<file path="config.mk">
export PLATFORM = sky130hd
export DESIGN_NAME = enum_level_ramp_ctrl
export DESIGN_NICKNAME = d
export VERILOG_FILES = /design/src/rtl/enum_types.sv /design/src/rtl/enum_level_ramp_ctrl.sv
export SDC_FILE = /design/constraint.sdc
export NUM_CORES = 1
export LEC_CHECK = 0
export CAP_MARGIN = 20
export CORE_ASPECT_RATIO = 1.4
export CORE_MARGIN = 10
export CORE_UTILIZATION = 40
export CTS_CLUSTER_SIZE = 10
export DETAILED_ROUTE_END_ITERATION = 8
export GPL_TIMING_DRIVEN = 1
export PLACE_DENSITY = 0.62
export SYNTH_ARGS = -nofsm -noshare
export SYNTH_HDL_FRONTEND = slang
export SYNTH_SLANG_ARGS = --single-unit
</file>
<file path="constraint.sdc">
create_clock -name clk -period 3.67 [get_ports clk]
set_input_delay 0.5505 -clock clk [delete_from_list [all_inputs] [get_ports clk]]
set_output_delay 0.5505 -clock clk [all_outputs]
set_load 0.05 [all_outputs]
</file>
<file path="src/rtl/enum_types.sv">
// Shared level enumeration used by the ramp sequencer and its consumers.
package enum_types;
  typedef enum logic [5:0] {
    E_NONE   = 6'd0,
    E_LOW    = 6'd10,
    E_MEDIUM = 6'd20,
    E_HIGH   = 6'd30,
    E_MAX    = 6'd40
  } level_e;
endpackage

</file>
<file path="src/rtl/enum_level_ramp_ctrl.sv">
// Ramps a registered level_e one member per dwell period toward a requested target.
// Optional step counter output enabled by defining ENUM_RAMP_STEP_CNT_EN.
module enum_level_ramp_ctrl
  import enum_types::*;
#(
  parameter int unsigned DWELL_CYCLES = 4,
  parameter level_e      RESET_LEVEL  = E_NONE
) (
  input  logic         clk,
  input  logic         rst_n,
  input  logic         req_valid,
  input  level_e       req_target,
  output logic         req_ready,
  input  logic         abort,
  output level_e       level_out,
  output logic [2:0]   level_idx,
  output logic         busy,
  output logic         done,
  output logic         err,
  output logic         aborted
`ifdef ENUM_RAMP_STEP_CNT_EN
  ,output logic [15:0] step_cnt
`endif
);

  if (DWELL_CYCLES == 0 || DWELL_CYCLES > 255) begin : g_bad_dwell
    $error("DWELL_CYCLES must be in 1..255");
  end

  typedef enum logic [1:0] {S_IDLE, S_DWELL, S_DONE} state_e;

  localparam logic [7:0] CNT_LOAD = 8'(DWELL_CYCLES - 1);

  function automatic logic is_member(input level_e l);
    case (l)
      E_NONE, E_LOW, E_MEDIUM, E_HIGH, E_MAX: is_member = 1'b1;
      default:                                is_member = 1'b0;
    endcase
  endfunction

  function automatic level_e step_up(input level_e l);
    case (l)
      E_NONE:   step_up = E_LOW;
      E_LOW:    step_up = E_MEDIUM;
      E_MEDIUM: step_up = E_HIGH;
      E_HIGH:   step_up = E_MAX;
      default:  step_up = l;
    endcase
  endfunction

  function automatic level_e step_down(input level_e l);
    case (l)
      E_MAX:    step_down = E_HIGH;
      E_HIGH:   step_down = E_MEDIUM;
      E_MEDIUM: step_down = E_LOW;
      E_LOW:    step_down = E_NONE;
      default:  step_down = l;
    endcase
  endfunction

  function automatic logic [2:0] ordinal(input level_e l);
    case (l)
      E_LOW:    ordinal = 3'd1;
      E_MEDIUM: ordinal = 3'd2;
      E_HIGH:   ordinal = 3'd3;
      E_MAX:    ordinal = 3'd4;
      default:  ordinal = 3'd0;
    endcase
  endfunction

  state_e     state_q, state_d;
  level_e     level_q, level_d;
  level_e     target_q, target_d;
  logic       up_q, up_d;
  logic [7:0] cnt_q, cnt_d;
  logic [2:0] idx_q;
  logic       err_q, err_d;
  logic       aborted_q, aborted_d;

  always_comb begin
    state_d   = state_q;
    level_d   = level_q;
    target_d  = target_q;
    up_d      = up_q;
    cnt_d     = cnt_q;
    err_d     = 1'b0;
    aborted_d = 1'b0;
    case (state_q)
      S_IDLE: begin
        if (req_valid) begin
          if (!is_member(req_target)) begin
            err_d = 1'b1;
          end else if (req_target == level_q) begin
            target_d = req_target;
            state_d  = S_DONE;
          end else begin
            target_d = req_target;
            up_d     = (req_target > level_q);
            cnt_d    = CNT_LOAD;
            state_d  = S_DWELL;
          end
        end
      end
      S_DWELL: begin
        // abort outranks a step that falls on the same edge
        if (abort) begin
          aborted_d = 1'b1;
          state_d   = S_IDLE;
        end else if (cnt_q == 8'd0) begin
          level_d = up_q ? step_up(level_q) : step_down(level_q);
          if (level_d == target_q) state_d = S_DONE;
          else                     cnt_d   = CNT_LOAD;
        end else begin
          cnt_d = cnt_q - 8'd1;
        end
      end
      S_DONE:  state_d = S_IDLE;
      default: state_d = S_IDLE;
    endcase
  end

  always_ff @(posedge clk or negedge rst_n) begin
    if (!rst_n) begin
      state_q   <= S_IDLE;
      level_q   <= RESET_LEVEL;
      idx_q     <= ordinal(RESET_LEVEL);
      target_q  <= RESET_LEVEL;
      up_q      <= 1'b0;
      cnt_q     <= 8'd0;
      err_q     <= 1'b0;
      aborted_q <= 1'b0;
    end else begin
      state_q   <= state_d;
      level_q   <= level_d;
      idx_q     <= ordinal(level_d);
      target_q  <= target_d;
      up_q      <= up_d;
      cnt_q     <= cnt_d;
      err_q     <= err_d;
      aborted_q <= aborted_d;
    end
  end

  assign req_ready = (state_q == S_IDLE);
  assign busy      = (state_q == S_DWELL);
  assign done      = (state_q == S_DONE);
  assign err       = err_q;
  assign aborted   = aborted_q;
  assign level_out = level_q;
  assign level_idx = idx_q;

`ifdef ENUM_RAMP_STEP_CNT_EN
  logic        step_en;
  logic [15:0] step_q;

  assign step_en = (state_q == S_DWELL) && !abort && (cnt_q == 8'd0);

  always_ff @(posedge clk or negedge rst_n) begin
    if (!rst_n)                             step_q <= 16'd0;
    else if (step_en && step_q != 16'hFFFF) step_q <= step_q + 16'd1;
  end

  assign step_cnt = step_q;
`endif

endmodule

</file>
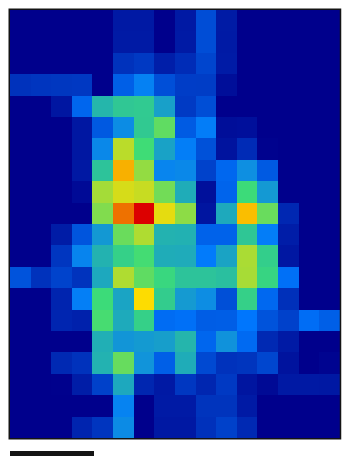
wire_density.png
Bar = 20 um. 16 x 20 tiles, from dark blue (low) to red (high), scaled to the fullest tile. Values are wire area over tile area, all layers added.
The densest ninth of the die: middle. The mean over all tiles is 0.085. 39% of the tiles are nearly empty. The emptiest ninth of the die: top right. 8.1% of the tiles are over half the peak.

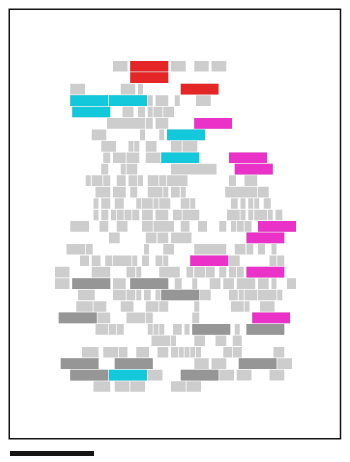
registers.png
Bar = 20 um. Other sequential cells in the stronger grey, the rest of the logic in the fainter grey.
level_idx: drawn in red, flops 3. cnt_q: drawn in magenta, flops 8, where right middle. level_out: drawn in cyan, flops 6.
sequential-cell power consumption: 0.369 mW
sequential cell area share: 0.310
Util after Layout: 0.495

==> impl_report.txt <==
PHYSICAL IMPLEMENTATION REPORT
----------------------------------------------------
[Status]
  Result of the run ........................ complete, no violations

[Cells and area]
  Most used cells in the layout excluding fill and tap cells ........................ sky130_fd_sc_hd__dfrtp_1, sky130_fd_sc_hd__nor2_1, sky130_fd_sc_hd__clkdlybuf4s50_1
  Highest-count logic cell in the final layout ........................ sky130_fd_sc_hd__dfrtp_1
  Syn-to-layout area delta ........................ 18.5%
  Fill cells ........................ 445
  Fraction of layout instances using a drive strength above 1 ........................ 0.137
  Count of antenna diodes in the layout ........................ 0
  Post-layout nets ........................ 253
  Finished Cell Area ........................ 2260 sq um
  Final standard cell count with taps included and fillers excluded ........................ 296

[CTS]
  Worst-skew pair later-pin latency ........................ 280 ps
  Quantity of hold-fixing buffers added after cts ........................ 0
  Buffer levels on the longest clock path ........................ 2
  H-tree levels ........................ 1
  Total of cells resized after clock tree synthesis ........................ 0
  Root cell of the clock tree ........................ sky130_fd_sc_hd__clkbuf_8
  Num Clock Sinks ........................ 28
  TritonCTS Buffers ........................ 3
  Number of buffers inserted by post-CTS setup repair ........................ 0
  CTS tree ........................ built
  Clock transition at the registers of the reported paths ........................ 110 ps

[Final timing]
  Highest Clock Rate ........................ 0.289 GHz
  Final critical-path required period ........................ 3460 ps
  Post-Route Skew ........................ 15.8 ps
  RSZ-0062 raised after global routing ........................ false
  Final hold vios ........................ 0
  Post-layout worst setup margin ........................ 209 ps
  Hold Slack ........................ 486 ps
  Total negative setup slack ........................ 0 ps
  Portion of the clock cycle consumed by the worst path in the final layout ........................ 0.943
  Slew at the pin with the worst max-slew slack ........................ 624 ps
  Max-slew violation total from the final report ........................ 0
  Max transition margin ........................ 0.580
  Setup violation total in the final timing report ........................ 0

[Flow run]
  Max capacitance violation total ........................ 0
  Number of warnings the tools reported ........................ 27

[Setup path]
  Data arrival time of the critical path ........................ 3630 ps
  Critical path buffers and inverters ........................ 1
  Required time of the critical path ........................ 3830 ps
  Stage delay of the slowest cell on the critical path ........................ 540 ps
  Reg2Reg Depth ........................ 11
  Maximum fanout along the worst path ........................ 10
  Nature of the critical path startpoint ........................ flop
  Kind of cell with the highest combined delay on the critical path ........................ AND-OR/OR-AND gates
  Slowest CP cell ........................ sky130_fd_sc_hd__or4b_4
  Crit Path Category ........................ reg2reg
  Crit end category ........................ flop
  Number of cells on the critical path ........................ 11
  Most used cell, CP ........................ sky130_fd_sc_hd__a211o_1
  Cells traversed along the worst timing path ........................ buf_4 > nor2_1 > o21ai_1 > nand3_1 > o31ai_1 > or4b_4 > a211o_1 > and4_4 > o31ai_4 > nor3_1 > a211o_1

[Synth]
  Post-Syn Nets ........................ 225
  Number of warnings issued by yosys ........................ 0
  Number of flops mapped to enable cells by yosys ........................ 0
  Share of async-settable or async-resettable flops after synthesis ........................ 1.00
  Synth top cell by count ........................ sky130_fd_sc_hd__dfrtp_1
  Mean instance size in the synthesized netlist ........................ 9.23 sq um
  Largest area contributor in the netlist ........................ sky130_fd_sc_hd__dfrtp_1
  Dominant flop cell ........................ sky130_fd_sc_hd__dfrtp_1
  Instance count of the mapped netlist ........................ 207
  Sequential fraction of the synthesis area ........................ 0.367
  Total cells reported by yosys after synthesis ........................ 207
  Count of distinct cell types in the synthesized netlist ........................ 56
  Top area contributor share ........................ 0.367
  Chip area estimate from yosys synthesis ........................ 1910 sq um
  Top post-synthesis cells by count ........................ sky130_fd_sc_hd__dfrtp_1, sky130_fd_sc_hd__nor2_1, sky130_fd_sc_hd__inv_1
  Largest cells by area after synthesis ........................ sky130_fd_sc_hd__dfrtp_1, sky130_fd_sc_hd__ha_1, sky130_fd_sc_hd__nor2_1
  Flops out of synthesis ........................ 28
  Synth Cell Area ........................ 1910 sq um

[Detailed routing]
  Amount of wire on met2 after detailed routing ........................ 2310 um
  Routed via count ........................ 1587
  Number of detailed-routing iterations run before antenna repair ........................ 4
  Avg WL per Cell ........................ 14.8 um
  Starting DRC count in detailed routing ........................ 55
  Per-cell via count in the routed design ........................ 5.36
  Routed length on met3 ........................ 115 um
  Top layer reached by signal wires ........................ met4
  Total wire length after detailed routing ........................ 4370 um
  DRC Markers ........................ 0
  Routed metal-1 wire length ........................ 1850 um
  Antenna violation net count after detailed routing ........................ 0

[GRT]
  Wire length of the first global-routing pass ........................ 7270 um
  Total global-route track usage ........................ 0.111
  Initial antenna violation count ........................ 0
  GR met3 Demand/Resource ........................ 0.0151
  Residual overflow from global routing ........................ 0
  Vias in the first global route ........................ 1542
  Maximum number of pins on one net before global-route repair ........................ 29

[Floorplanning]
  Vertical die size ........................ 102 um
  Num ports ........................ 24
  Cell Rows ........................ 29
  Die area ........................ 7980 sq um
  Area of the placeable core ........................ 4570 sq um
  Width of the die ........................ 78.4 um
  Floorplan Utilization ........................ 0.418

[Placed design]
  HPWL after detailed placement ........................ 3450 um
  Post-Place Worst Slack ........................ -68.0 ps
  Placed inst area ........................ 2190 sq um
  Cell Count Post-Placement ........................ 292
  Count of buffers from port buffering ........................ 23
  RD Place Congestion ........................ 0.883

[Power and ir drop]
  Design Power ........................ 0.780 mW
  VDD IR-drop max ........................ 0.178 mV
  Leakage ........................ 0.977 nW
  Power density over the cells ........................ 345 nW/um^2

[Min path]
  Number of stages on the worst hold path ........................ 1
  Hold/Removal Path Class ........................ reg2reg

----------------------------------------------------
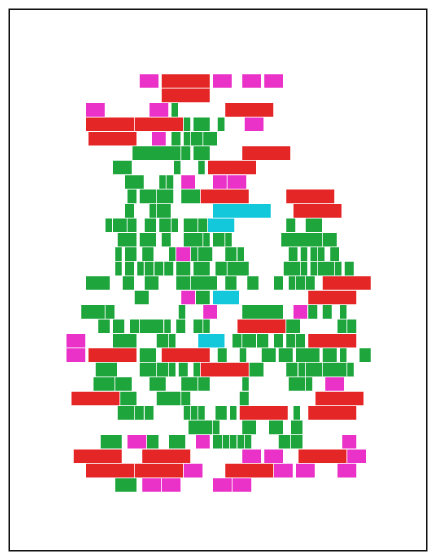
cell_classes.png
all other logic: drawn in green, cells 170. clock drivers and dummy loads: drawn in cyan, cells 4. flops: drawn in red, cells 28. other buffers and delay cells: drawn in magenta, cells 32.

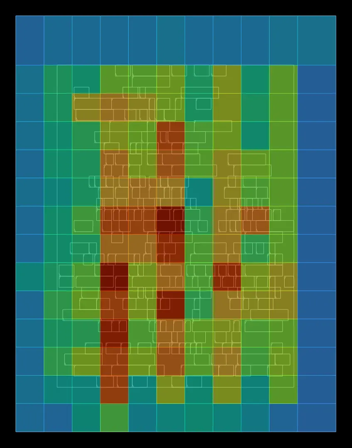
final_congestion.png
most congested layer reported by global routing: met2
met1 usage in global routing: 0.124
met2 usage in global routing: 0.203

[path summary, 6_finish.rpt]
kind / from / endpoint / slack (ps)
max reg2reg: level_out[0] / cnt_q[4] / 210
min in group asynchronous: rst_n / aborted / 640
min: cnt_q[7] / cnt_q[7] / 490
min reg2reg: cnt_q[7] / cnt_q[7] / 490
max: level_out[0] / cnt_q[4] / 210
max in group asynchronous: rst_n / level_out[5] / 2740
[kinds of logic (layout without fill, tap and decap cells)]
family | Yosys count | in the layout | synth area share
buffers and inverters | 25 | 52 | 0.0806
DFF | 28 | 28 | 0.367
muxes | 5 | 5 | 0.0288
adders and majority gates | 8 | 8 | 0.0524
xor gates and xnor gates | 9 | 9 | 0.0413
and+or+nand+nor | 85 | 85 | 0.266
AOI/OAI and AO/OA | 47 | 47 | 0.164
[power breakdown]
part           leakage [nW]  total, mW  switching, mW  internal (mW)
combinational         0.578      0.161         0.0881         0.0728
sequential            0.364      0.369         0.0305          0.339
clock                0.0357      0.250          0.103          0.146
total                 0.977      0.780          0.222          0.558
[state kept, by name, summed over array words and instances, names as in the netlist]
signal     count
up_q           1
cnt_q          8
state_q        2
level_idx      3
err            1
aborted        1
level_out      6
target_q       6
[worst reg2reg max path: cells and delay by family (launching register included)]
family,cells,cell delay [ps]
AOI/OAI and AO/OA,5,1320
and+or+nand+nor,5,1310
DFF,1,500
buffers and inverters,1,200
[final cells by class]
type	count	area (sq um)	share of cell area
repair buffers	32	298	0.132
well taps	62	77.6	0.0343
flip-flops and latches	28	701	0.310
clock buffers	3	41.3	0.0182
multi-input cells	154	1060	0.467
clock inverters	1	30.0	0.0133
inverters	16	60.1	0.0265
Power figures rest on the tool's default switching activity, not on a simulated workload.
